`src/rtl/noc_params.sv`:
```
// Shared NoC types: flit format, routing ports and input-buffer FSM states.
// Also holds small label-classification helpers used by the input buffer.
package noc_params;

  localparam int VC_NUM         = 4;
  localparam int VC_SIZE        = $clog2(VC_NUM);
  localparam int FLIT_DATA_SIZE = 16;

  typedef enum logic [1:0] {
    HEAD     = 2'd0,
    BODY     = 2'd1,
    TAIL     = 2'd2,
    HEADTAIL = 2'd3
  } flit_label_t;

  typedef enum logic [2:0] {
    LOCAL = 3'd0,
    NORTH = 3'd1,
    SOUTH = 3'd2,
    WEST  = 3'd3,
    EAST  = 3'd4
  } port_t;

  typedef struct packed {
    flit_label_t               flit_label;
    logic [VC_SIZE-1:0]        vc_id;
    logic [FLIT_DATA_SIZE-1:0] data;
  } flit_t;

  typedef enum logic [1:0] {
    IDLE = 2'd0,
    VA   = 2'd1,
    SA   = 2'd2
  } input_block_state_t;

  function automatic logic is_head_label(input flit_label_t label);
    return (label == HEAD) || (label == HEADTAIL);
  endfunction

  function automatic logic is_tail_label(input flit_label_t label);
    return (label == TAIL) || (label == HEADTAIL);
  endfunction

endpackage

```
`src/rtl/circular_buffer.sv`:
```
// Flit FIFO with wrap-around pointers, full/empty flags and on/off credit signal.
// A write while full is performed only when a read happens in the same cycle.
module circular_buffer
  import noc_params::*;
#(
  parameter int BUFFER_SIZE    = 8,
  parameter int PIPELINE_DEPTH = 5
) (
  input  logic  clk,
  input  logic  rst,
  input  flit_t data_i,
  input  logic  read_i,
  input  logic  write_i,
  output flit_t data_o,
  output logic  is_full_o,
  output logic  is_empty_o,
  output logic  on_off_o
);

  localparam int PTR_W = $clog2(BUFFER_SIZE);
  localparam logic [PTR_W:0] DEPTH_CNT = BUFFER_SIZE[PTR_W:0];
  localparam logic [PTR_W:0] THRESH    = PIPELINE_DEPTH[PTR_W:0];

  flit_t          r_mem [BUFFER_SIZE];
  logic [PTR_W:0] r_rd_ptr;
  logic [PTR_W:0] r_wr_ptr;

  logic [PTR_W:0] w_count;
  logic [PTR_W:0] w_free;
  logic           w_do_read;
  logic           w_do_write;

  // The extra pointer MSB distinguishes full from empty when indices match.
  assign w_count    = r_wr_ptr - r_rd_ptr;
  assign w_free     = DEPTH_CNT - w_count;
  assign is_empty_o = (w_count == '0);
  assign is_full_o  = (w_count == DEPTH_CNT);
  assign on_off_o   = (w_free > THRESH);

  assign w_do_read  = read_i && !is_empty_o;
  assign w_do_write = write_i && (!is_full_o || w_do_read);

  assign data_o = is_empty_o ? '0 : r_mem[r_rd_ptr[PTR_W-1:0]];

  always_ff @(posedge clk or posedge rst) begin
    if (rst) begin
      r_rd_ptr <= '0;
      r_wr_ptr <= '0;
    end else begin
      if (w_do_read)  r_rd_ptr <= r_rd_ptr + 1'b1;
      if (w_do_write) r_wr_ptr <= r_wr_ptr + 1'b1;
    end
  end

  always_ff @(posedge clk) begin
    if (w_do_write) r_mem[r_wr_ptr[PTR_W-1:0]] <= data_i;
  end

endmodule

```
`src/rtl/input_buffer.sv`:
```
// Per-VC router input buffer: tracks each packet through IDLE -> VA -> SA,
// latches route and downstream VC, and flags protocol violations.
module input_buffer
  import noc_params::*;
#(
  parameter int BUFFER_SIZE    = 8,
  parameter int PIPELINE_DEPTH = 5
) (
  input  logic               clk,
  input  logic               rst,
  input  flit_t              data_i,
  input  logic               write_i,
  input  logic               read_i,
  input  port_t              out_port_i,
  input  logic [VC_SIZE-1:0] vc_new_i,
  input  logic               vc_valid_i,
  output flit_t              data_o,
  output port_t              out_port_o,
  output logic               vc_request_o,
  output logic               switch_request_o,
  output logic               vc_allocatable_o,
  output logic               is_full_o,
  output logic               is_empty_o,
  output logic               on_off_o,
  output logic               error_o,
  output input_block_state_t state_o
);

  input_block_state_t r_state;
  port_t              r_out_port;
  logic [VC_SIZE-1:0] r_vc;
  logic               r_error;
  logic               r_vc_alloc;

  input_block_state_t w_next_state;
  port_t              w_next_out_port;
  logic [VC_SIZE-1:0] w_next_vc;
  logic               w_read_ok;
  logic               w_write_ok;
  logic               w_proto_ok;
  logic               w_room;
  logic               w_pop_tail;
  logic               w_in_head;
  logic               w_error;
  logic               w_vc_alloc;
  flit_t              w_fifo_data;
  logic               w_full;
  logic               w_empty;

  circular_buffer #(
    .BUFFER_SIZE    (BUFFER_SIZE),
    .PIPELINE_DEPTH (PIPELINE_DEPTH)
  ) u_fifo (
    .clk        (clk),
    .rst        (rst),
    .data_i     (data_i),
    .read_i     (w_read_ok),
    .write_i    (w_write_ok),
    .data_o     (w_fifo_data),
    .is_full_o  (w_full),
    .is_empty_o (w_empty),
    .on_off_o   (on_off_o)
  );

  always_ff @(posedge clk or posedge rst) begin
    if (rst) begin
      r_state    <= IDLE;
      r_out_port <= LOCAL;
      r_vc       <= '0;
      r_error    <= 1'b0;
      r_vc_alloc <= 1'b0;
    end else begin
      r_state    <= w_next_state;
      r_out_port <= w_next_out_port;
      r_vc       <= w_next_vc;
      r_error    <= w_error;
      r_vc_alloc <= w_vc_alloc;
    end
  end

  always_comb begin
    w_next_state    = r_state;
    w_next_out_port = r_out_port;
    w_next_vc       = r_vc;
    w_vc_alloc      = 1'b0;
    w_proto_ok      = 1'b0;

    w_in_head  = is_head_label(data_i.flit_label);
    w_read_ok  = read_i && (r_state == SA) && !w_empty;
    w_pop_tail = w_read_ok && is_tail_label(w_fifo_data.flit_label);
    w_room     = !w_full || w_read_ok;

    // A head may only follow a tail that leaves the buffer in the same cycle.
    case (r_state)
      IDLE:    w_proto_ok = w_in_head;
      VA:      w_proto_ok = !w_in_head;
      SA:      w_proto_ok = !w_in_head || w_pop_tail;
      default: w_proto_ok = 1'b0;
    endcase

    w_write_ok = write_i && w_proto_ok && w_room;
    w_error    = (write_i && !w_write_ok) || (read_i && !w_read_ok);

    case (r_state)
      IDLE: begin
        if (w_write_ok) begin
          w_next_state    = VA;
          w_next_out_port = out_port_i;
        end
      end
      VA: begin
        if (vc_valid_i) begin
          w_next_state = SA;
          w_next_vc    = vc_new_i;
        end
      end
      SA: begin
        if (w_pop_tail) begin
          w_vc_alloc = 1'b1;
          if (w_write_ok && w_in_head) begin
            w_next_state    = VA;
            w_next_out_port = out_port_i;
          end else begin
            w_next_state = IDLE;
          end
        end
      end
      default: w_next_state = IDLE;
    endcase
  end

  always_comb begin
    data_o = w_fifo_data;
    if (!w_empty) data_o.vc_id = r_vc;
  end

  assign out_port_o       = r_out_port;
  assign vc_request_o     = (r_state == VA);
  assign switch_request_o = (r_state == SA) && !w_empty;
  assign vc_allocatable_o = r_vc_alloc;
  assign error_o          = r_error;
  assign is_full_o        = w_full;
  assign is_empty_o       = w_empty;
  assign state_o          = r_state;

endmodule

```
`config.mk`:
```
export PLATFORM = sky130hd
export DESIGN_NAME = input_buffer
export DESIGN_NICKNAME = d
export VERILOG_FILES = /design/src/rtl/noc_params.sv /design/src/rtl/circular_buffer.sv /design/src/rtl/input_buffer.sv
export SDC_FILE = /design/constraint.sdc
export NUM_CORES = 1
export LEC_CHECK = 0
export CORE_MARGIN = 2
export CORE_UTILIZATION = 50
export CTS_CLUSTER_SIZE = 28
export DETAILED_ROUTE_END_ITERATION = 8
export HOLD_SLACK_MARGIN = 0.05
export PLACE_DENSITY = 0.76
export SLEW_MARGIN = 40
export SYNTH_ARGS = -nofsm -noshare
export SYNTH_HDL_FRONTEND = slang
export SYNTH_HIERARCHICAL = 1
export SYNTH_SLANG_ARGS = --single-unit
export TNS_END_PERCENT = 10
```
`constraint.sdc`:
```
create_clock -name clk -period 5.2 [get_ports clk]
set_input_delay 1.04 -clock clk [delete_from_list [all_inputs] [get_ports clk]]
set_output_delay 1.04 -clock clk [all_outputs]
set_load 0.005 [all_outputs]
```
Fig. 1: run 1, the metal 2 layer
(3 px per um)
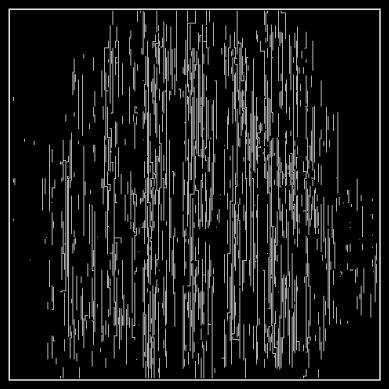
The longest straight run is 52.9 um. The layer carries 7080 um of wire. 431 nets have wire on it. The wires run mostly vertical. The layer holds 50% of the routed length.
vias: 3659
grt met2 use: 31.8%
wirelength, routed: 14100 um

Fig. 2: run 1, sequential cells coloured by netlist name
(3 px per um)
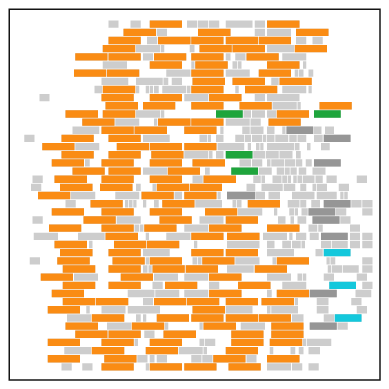
Green is u_fifo/r_wr_ptr, sequential cells 4. Orange is u_fifo/r_mem, sequential cells 160. Cyan is out_port_o, sequential cells 3.
P_seq: 0.00189 W
final core occ: 61.8%
sequential share of cell area: 61.0%
FF/Latch Area: 5230 sq um

Fig. 3: run 1, a small window of the routed layout
Window x 49 to 74, y 49 to 74 um. Cells in grey, sequential cells in the stronger grey; small squares are vias.
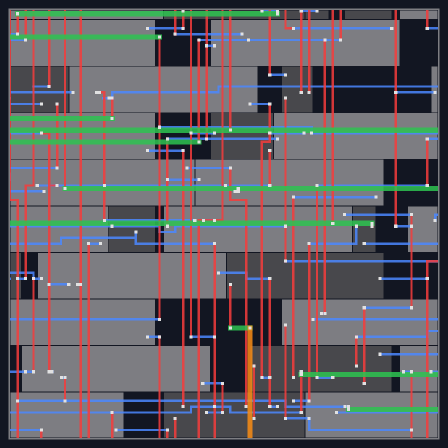
Blue is metal 1. Red is metal 2. Orange is metal 4. Green is metal 3.
Most frequent: edfxtp_1 (15), mux4_2 (2). 22 logic cells have their middle in the window. Netlist names of flops here include u_fifo/r_mem (15). Sequential cells in the window: 15.

Fig. 4: run 1, drive-strength map
(4 px per um)
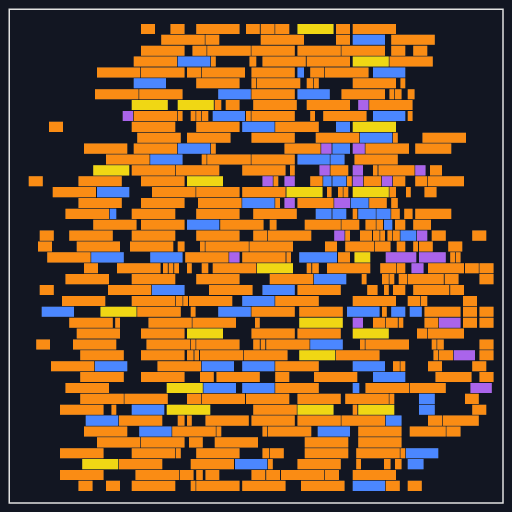
Orange is _0 and _1 cells, cells 357, share 77%. Purple is _3 and _4 cells, cells 23, share 5.0%. Blue is _2 cells, cells 62, share 13%. Yellow is _6 and larger, cells 21, share 4.5%.
Final WS setup: 466 ps
cell area after layout: 8570 sq um
Syn-to-layout area delta: 21.0%
Non-Clock Buffer Count: 75

==> impl_metrics.yaml, run 1 <==
# physical design summary
status:
  outcome: "completed"
grt:
  grt_use_met3_pct: 5.35
  antenna_found_initial: 0
  grt_max_degree: 44
  grt_pass1_vias: 3782
  grt_overflow: 0
  use_met1_pct: 27.3
  grtUsageTotal_pct: 20.2
  grt_pass1_wl_um: 21700
  busiest_layer: "met2"
clock_tree:
  numCtsBuffers: 17
  clkSlewWorstSetupHoldPaths_ps: 60
  ctsHoldBuffers: 0
  postCtsResizedCells: 0
  clock_latency_ps: 430
  htreeDepth: 4
  clock_path_buffers: 2
  clock-root-buffer: "clkbuf_16"
  cts_setup_buffers: 0
  clock_sinks: 177
hold_path:
  hold_start: "u_fifo/r_rd_ptr[3]$_DFFE_PP0P_"
  hold_path.class: "reg2reg"
  hold_depth: 1
routing:
  wl_met2_um: 7080
  first_pass_iters: 4
  post_drt_wl_per_cell_um: 21.9
  vias_per_cell: 5.68
  antenna_left: 0
  drc: 0
  dr.first_iter.drc_count: 441
yosys:
  syn_avg_cell_area_sq_um: 18.9
  ys_types: 38
  ys_sh_mux_pct: 14.3
  syn_nets: 410
  synth_warnings: 6
  ys_ff: 177
  ff_type: "edfxtp_1"
  ys_sh_simple_pct: 5.00
  synth-edff-count: 160
  yosysTopAreaCell: "edfxtp_1"
  yosys-top-cells-area: "edfxtp_1 (68%), mux4_2 (13%), dfrtp_1 (6.0%), nand2_1 (2.5%), a21oi_1 (1.6%)"
  ys_seq_share_pct: 73.8
  ys_sh_xor_pct: 1.24
  yosysTopAreaCellShare_pct: 67.8
  yosys.area_share.aoi_pct: 3.02
  ys_sh_adder_pct: 1.17
  ys_area_sq_um: 7090
  yosys-stat-cells: 374
  top_cells_by_count: "edfxtp_1 (160), nand2_1 (47), mux4_2 (40)"
  synth_area_sq_um: 7090
  syn_inst: 374
timing:
  fin_worst_skew_ps: 6.49
  fmax_ghz: 0.211
  max_slew_margin_pct: 56.9
  fin_tns_setup_ps: 0
  hold_viol_final: 0
  tightest_slew_ps: 646
  fin_crit_sh_pct: 91.0
  setup_viol: 0
worst_setup_path:
  reg2reg_depth: 14
  crit_buf_inv: 3
  worstSetupEndpointType: "output port"
  cp-endpoint: "data_o[17]"
  cp-startpoint: "u_fifo/r_wr_ptr[0]$_DFFE_PP0P_"
  timing.rr.start: "u_fifo/r_wr_ptr[0]$_DFFE_PP0P_"
  path_delay_family: "buffers and inverters"
  critical_path.max_fanout: 15
  cpMaxStageDelayCell: "o21ba_2"
  slowest_delay_ps: 510
  cp.arrival_ps: 3690
  crit_type: "reg2out"
  cp-start-kind: "flip-flop"
  r2r_slack_ps: 930
  crit_path_cell_trace: "inv_1 -> ha_1 -> fa_1 -> xor2_1 -> nand3_1 -> o21ba_2 -> buf_4 -> mux2_2 -> clkdlybuf4s50_1"
power_and_ir_drop:
  ir_drop_mv: 0.350
  p_leak_nw: 2.89
  p_per_area_nw_per_um2: 592
  power_w: 0.00508
floorplan:
  die_h_um: 123
  io_pins: 62
  core_sq_um: 13900
  die-area_sq_um: 15100
  die_x_um: 123
  rows: 43
  initCoreUtil_pct: 51.1
place:
  dpl_cell_area_sq_um: 7990
  dp.cells: 611
  pre_cts_slack_ps: 924
  port-buffer-count: 61
  routabilityCongestion: 0.777
flow_run:
  warnings: 26
  maxCapViolations: 0
cells_and_area:
  fin_nets: 486
  fin_cells: 644
  lay_top_count: "edfxtp_1"
==> run 1: report_power, final <==
part           leakage [nW]  total, W  internal (W)  switching (W)
registers              1.65   0.00189       0.00178       0.000108
clock network         0.277   0.00125      0.000746       0.000500
logic                 0.959   0.00194       0.00100       0.000939
total                  2.89   0.00508       0.00353        0.00155
==> run 1: cell type report <==
cell class / instances / area [sq um]
Antenna cell: 1 / 2.50
Clock buffer: 19 / 433
Clock inverter: 13 / 144
Fill cell: 943 / 5310
Inverter: 8 / 30.0
Multi-Input combinational cell: 171 / 1790
Sequential cell: 177 / 5230
Tap cell: 180 / 225
Timing Repair Buffer: 75 / 719
Fig. 5: run 1, routing congestion
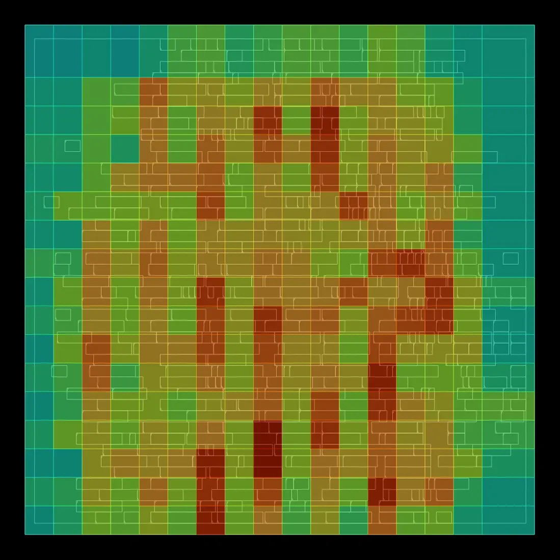

==> inputs of run 2 (changes only) <==
--- a/config.mk
+++ b/config.mk
@@ -5,12 +5,14 @@
 export SDC_FILE = /design/constraint.sdc
 export NUM_CORES = 1
 export LEC_CHECK = 0
-export CORE_MARGIN = 2
-export CORE_UTILIZATION = 50
+export ABC_CLOCK_PERIOD_IN_PS = 5200
+export CELL_PAD_IN_SITES_DETAIL_PLACEMENT = 1
+export CELL_PAD_IN_SITES_GLOBAL_PLACEMENT = 1
+export CORE_UTILIZATION = 45
 export CTS_CLUSTER_SIZE = 28
 export DETAILED_ROUTE_END_ITERATION = 8
 export HOLD_SLACK_MARGIN = 0.05
-export PLACE_DENSITY = 0.76
+export PLACE_DENSITY = 0.79
 export SLEW_MARGIN = 40
 export SYNTH_ARGS = -nofsm -noshare
 export SYNTH_HDL_FRONTEND = slang
Fig. 6: run 2, routing congestion
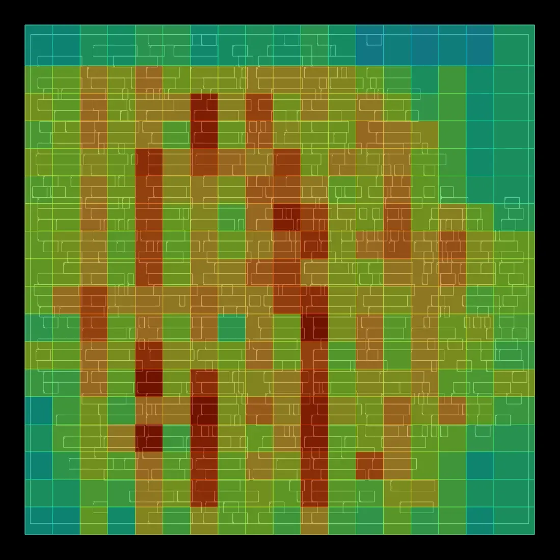
GR Layer Usage met1: 24.2%
final core occ: 56.5%
Routed WL per cell: 21.7 um

==> impl_metrics.yaml, run 2 <==
# physical design summary
timing:
  fin_tns_setup_ps: 0
  max_slew_margin_pct: 50.2
  tightest_slew_ps: 744
  hold_viol_final: 0
  fin_worst_skew_ps: 8.64
  finalWorstSetupSlack_ps: 587
  fmax_ghz: 0.217
  setup_viol: 0
  fin_crit_sh_pct: 88.7
yosys:
  ys_sh_adder_pct: 1.17
  ys_area_sq_um: 7090
  syn_nets: 410
  ys_sh_xor_pct: 1.24
  ys_ff: 177
  yosysTopAreaCellShare_pct: 67.8
  ff_type: "edfxtp_1"
  ys_sh_mux_pct: 14.3
  ys_sh_simple_pct: 5.00
  syn_avg_cell_area_sq_um: 18.9
  ys_types: 38
  yosysTopAreaCell: "edfxtp_1"
  yosys-top-cells-area: "edfxtp_1 (68%), mux4_2 (13%), dfrtp_1 (6.0%), nand2_1 (2.5%), a21oi_1 (1.6%)"
  synthMostInstantiatedCell: "edfxtp_1"
  syn_inst: 374
  synth-edff-count: 160
  synth_warnings: 6
  top_cells_by_count: "edfxtp_1 (160), nand2_1 (47), mux4_2 (40)"
  yosys.area_share.aoi_pct: 3.02
  ys_seq_share_pct: 73.8
  yosys-stat-cells: 374
grt:
  antenna_found_initial: 0
  grt_pass1_vias: 4101
  grt_overflow: 0
  grtUsageTotal_pct: 19.6
  grt_pass1_wl_um: 22900
  grt_max_degree: 44
worst_setup_path:
  cp-startpoint: "u_fifo/r_wr_ptr[0]$_DFFE_PP0P_"
  slowest_delay_ps: 580
  path_delay_family: "buffers and inverters"
  cpMaxStageDelayCell: "o21ba_2"
  crit_buf_inv: 3
  worstSetupEndpointType: "output port"
  cp.arrival_ps: 3570
  critical_path.max_fanout: 15
  crit_path_cell_trace: "inv_1 -> ha_1 -> fa_1 -> xor2_1 -> nand3_1 -> o21ba_2 -> buf_4 -> a21oi_1 -> clkdlybuf4s50_1"
  crit_required_ps: 4160
  crit_type: "reg2out"
  timing.rr.start: "u_fifo/r_wr_ptr[0]$_DFFE_PP0P_"
  cp-start-kind: "flip-flop"
cells_and_area:
  lay_top_count: "edfxtp_1"
  largestClassByArea: "sequential cells"
  n_all_inverters: 8
  largest_reg_flops: 160
  area_share_nonclk_buffers_pct: 8.26
  drive_gt1_share_pct: 23.8
  comb_area_sq_um: 1800
  fin_area_sq_um: 8620
  seq_cells: 177
  fin_nets: 485
  final-clk-cell-share_pct: 6.75
  seqCellArea_sq_um: 5230
  comb_area_share_pct: 20.9
  nMultiInputCombCells: 171
  antennaDiodeCount: 0
  buffers: 74
  n_clock_buffer: 18
  fin_cells: 673
  seq-cell-share_pct: 60.7
  syn_to_final_growth_pct: 21.6
  fill_cells: 1377
  most-common-layout-cells: "edfxtp_1 (160), clkdlybuf4s50_1 (61), nand2_1 (47)"
clock_tree:
  numCtsBuffers: 17
  clock_path_buffers: 2
  htreeDepth: 4
  clkSlewWorstSetupHoldPaths_ps: 70
  clock-root-buffer: "clkbuf_16"
  ctsHoldBuffers: 0
  postCtsResizedCells: 0
  cts_setup_buffers: 0
  clock_sinks: 177
  clock_latency_ps: 420
floorplan:
  die-area_sq_um: 16300
  die_x_um: 127
  io_pins: 62
  die_h_um: 127
  rows: 45
  core_sq_um: 15300
  initCoreUtil_pct: 46.4
  taps: 211
power_and_ir_drop:
  clkPwrFrac_pct: 24.4
  power_frac_comb_pct: 38.6
  p_seq_w: 0.00189
  p_leak_nw: 2.89
  ir_drop_mv: 0.307
  comb_power_w: 0.00197
  power.switching_w: 0.00161
  power.share.switching_pct: 31.4
  power_w: 0.00511
  intPower_w: 0.00350
  seqPwrFrac_pct: 36.9
  top_power_group: "combinational cells"
  p_per_area_nw_per_um2: 593
routing:
  drt-total-wl_um: 14600
  antenna_left: 0
  vias_per_cell: 5.46
  dr.first_iter.drc_count: 129
  first_pass_iters: 4
  vias: 3676
  drc: 0
place:
  pre_cts_slack_ps: 931
  dpl_cell_area_sq_um: 8040
  dp.cells: 641
  routabilityCongestion: 0.763
  port-buffer-count: 61
status:
  outcome: "completed"
hold_path:
  hold_start: "r_vc[1]$_DFFE_PP0P_"
  hold_path.class: "reg2reg"
flow_run:
  maxCapViolations: 0
  warnings: 26
Fig. 7: run 2, a small window of the routed layout
Window x 51 to 76, y 51 to 76 um. Cells in grey, sequential cells in the stronger grey; small squares are vias.
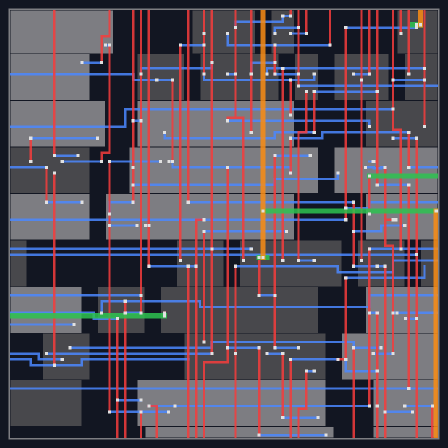
Green is metal 3. Red is metal 2. Orange is metal 4. Blue is metal 1.
Sequential cells in the window: 8. Most frequent: buf_4 (7), edfxtp_1 (7). 25 logic cells have their middle in the window. Netlist names of flops here include u_fifo/r_mem (7), u_fifo/r_wr_ptr (1).

[run 2: cell counts after synthesis]
No cell type changed its count.
[run 2: path summary, 6_finish.rpt]
path	to	slack [ps]	depth (start not counted)
min	r_vc[1]$_DFFE_PP0P_	500	1
min in group asynchronous	error_o$_DFF_PP0_	920	2
max	data_o[7]	590	9
max in group asynchronous	u_fifo/r_rd_ptr[0]$_DFFE_PP0P_	3990	2
min reg2reg	r_vc[1]$_DFFE_PP0P_	500	1
max reg2reg	u_fifo/r_mem[5][11]$_DFFE_PP_	930	13
[run 2: layer usage]
layer | GRT usage, % | vias up | wire [um]
li1 | - | 1627 | -
met1 | 24.2 | 1925 | 6240
met2 | 33.6 | 101 | 7530
met3 | 5.11 | 23 | 599
met4 | 7.28 | 0 | 262
met5 | 0 | - | 0
Fig. 8: run 2, the metal 2 layer
(3 px per um)
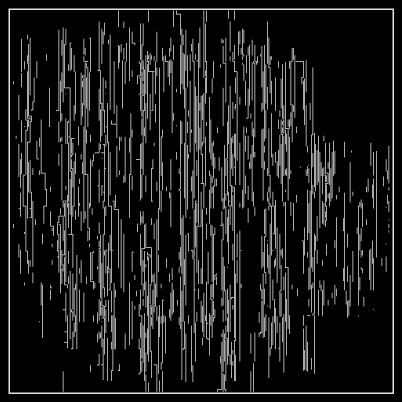

==> inputs of run 3 (changes only) <==
--- a/config.mk
+++ b/config.mk
@@ -8,11 +8,11 @@
 export ABC_CLOCK_PERIOD_IN_PS = 5200
 export CELL_PAD_IN_SITES_DETAIL_PLACEMENT = 1
 export CELL_PAD_IN_SITES_GLOBAL_PLACEMENT = 1
-export CORE_UTILIZATION = 45
+export CORE_UTILIZATION = 38
 export CTS_CLUSTER_SIZE = 28
 export DETAILED_ROUTE_END_ITERATION = 8
 export HOLD_SLACK_MARGIN = 0.05
-export PLACE_DENSITY = 0.79
+export PLACE_DENSITY = 0.69
 export SLEW_MARGIN = 40
 export SYNTH_ARGS = -nofsm -noshare
 export SYNTH_HDL_FRONTEND = slang
==> constraint.sdc (replaced) <==
create_clock -name clk -period 5.2 [get_ports clk]
set_input_delay 1.56 -clock clk [delete_from_list [all_inputs] [get_ports clk]]
set_output_delay 1.56 -clock clk [all_outputs]
set_load 0.005 [all_outputs]
Fig. 9: run 3, the metal 2 layer
(3 px per um)
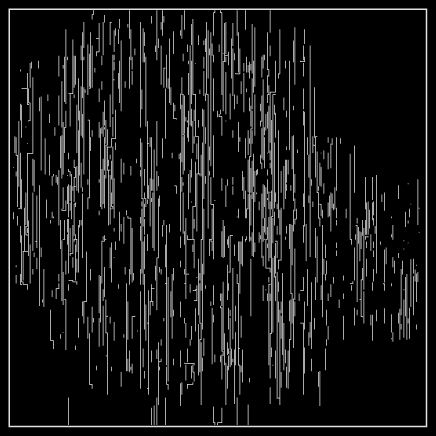
The layer carries 7260 um of wire. The layer holds 48% of the routed length. 447 nets have wire on it. The longest straight run is 70.4 um. The wires run mostly vertical.
vias: 3689
wirelength, routed: 15000 um
grt met2 use: 26.5%

Fig. 10: run 3, sequential cells coloured by netlist name
(3 px per um)
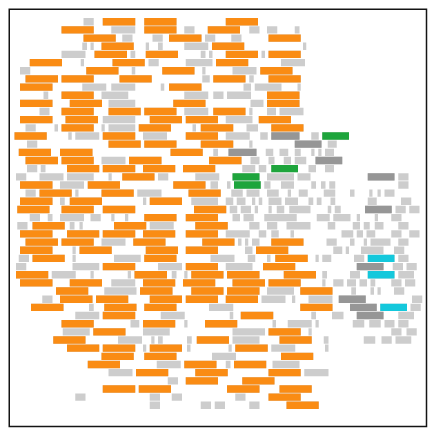
FF/Latch Area: 5230 sq um
P_seq: 0.00190 W

==> impl_metrics.yaml, run 3 <==
# physical design summary
status:
  outcome: "finished, violations left"
  violations: "design-rule violations"
worst_setup_path:
  cp-start-kind: "flip-flop"
  cp.arrival_ps: 3310
  critical_path.max_fanout: 18
  r2r_slack_ps: 950
  timing.rr.end: "u_fifo/r_mem[6][15]$_DFFE_PP_"
  cp-endpoint: "data_o[0]"
  crit_path_cell_trace: "inv_1 -> ha_1 -> fa_1 -> xor2_1 -> nand3_1 -> o21ba_4 -> buf_4 -> a21oi_1 -> clkdlybuf4s50_1"
  worstSetupEndpointType: "output port"
  slowest_delay_ps: 470
  cpMaxStageDelayCell: "clkdlybuf4s50_1"
  crit_buf_inv: 3
  path_depth: 9
  path_delay_family: "buffers and inverters"
  crit_required_ps: 3640
  cp-startpoint: "u_fifo/r_wr_ptr[0]$_DFFE_PP0P_"
cells_and_area:
  fin_cells: 691
  lay_top_count: "edfxtp_1"
  fin_nets: 487
  final_util_pct: 47.8
  antennaDiodeCount: 0
  syn_to_final_growth_pct: 22.3
  fin_area_sq_um: 8670
yosys:
  ys_sh_mux_pct: 14.3
  yosysTopAreaCellShare_pct: 67.8
  syn_nets: 410
  ys_sh_simple_pct: 5.00
  ys_ff: 177
  yosys.area_share.aoi_pct: 3.02
  yosysTopAreaCell: "edfxtp_1"
  yosys-top-cells-area: "edfxtp_1 (68%), mux4_2 (13%), dfrtp_1 (6.0%), nand2_1 (2.5%), a21oi_1 (1.6%)"
  ys_area_sq_um: 7090
  syn_avg_cell_area_sq_um: 18.9
  synth-edff-count: 160
  ys_sh_xor_pct: 1.24
  syn_inst: 374
  ys_seq_share_pct: 73.8
  ff_type: "edfxtp_1"
grt:
  grt_overflow: 0
  grt_pass1_wl_um: 23200
  grt_max_degree: 44
  grt_pass1_vias: 3988
place:
  dp.cells: 661
  routabilityCongestion: 0.757
  pre_cts_slack_ps: 668
  port-buffer-count: 61
power_and_ir_drop:
  ir_drop_mv: 0.309
  power.switching_w: 0.00157
  comb_power_w: 0.00196
  power_frac_comb_pct: 38.0
  clkPwrFrac_pct: 25.2
  p_leak_nw: 2.90
  top_power_group: "combinational cells"
  p_per_area_nw_per_um2: 595
hold_path:
  min_to: "u_fifo/r_rd_ptr[3]$_DFFE_PP0P_"
  hold_path.class: "reg2reg"
  hold_depth: 1
  hold_start: "u_fifo/r_rd_ptr[3]$_DFFE_PP0P_"
clock_tree:
  clock_sinks: 177
  htreeDepth: 4
  postCtsResizedCells: 0
  ctsHoldBuffers: 0
  clock-root-buffer: "clkbuf_16"
  numCtsBuffers: 17
  clock_latency_ps: 430
floorplan:
  die_x_um: 139
  io_pins: 62
  core_sq_um: 18100
  rows: 49
  initCoreUtil_pct: 39.1
timing:
  tightest_slew_ps: 630
  fin_tns_setup_ps: 0
  max_slew_margin_pct: 58.0
  setup_viol: 0
  fmax_ghz: 0.205
  hold_viol_final: 0
routing:
  drc: 14
  first_pass_iters: 6
flow_run:
  warnings: 26
-- run 3: cell types whose count changed in the layout (fill, tap and decap cells not counted), moves of 2 or more --
cell       before  now
buf_4          12   14
nor3_2          2    4
inv_6           4    0
bufinv_16       2    4
nor3_4          2    0
-- run 3: metal layers --
layer  vias to the layer above  global-route usage, %  share of wire [%]
met5                         -                      0              0.087
met4                         2                   6.15                1.9
met3                        25                   4.35                4.4
met2                        94                   26.5                 48
met1                      1947                   21.8                 45
li1                       1621                      -                  -
-- run 3: area by class of cell --
| class | instances | area, sq um |
|---|---|---|
| inverter | 8 | 30.0 |
| timing repair buffer | 76 | 727 |
| multi-input combinational | 171 | 1790 |
| fill | 1699 | 9480 |
| clock buffer | 19 | 433 |
| clock inverter | 11 | 165 |
| tap | 229 | 287 |
| sequential | 177 | 5230 |
Power and IR drop assume default switching activity.
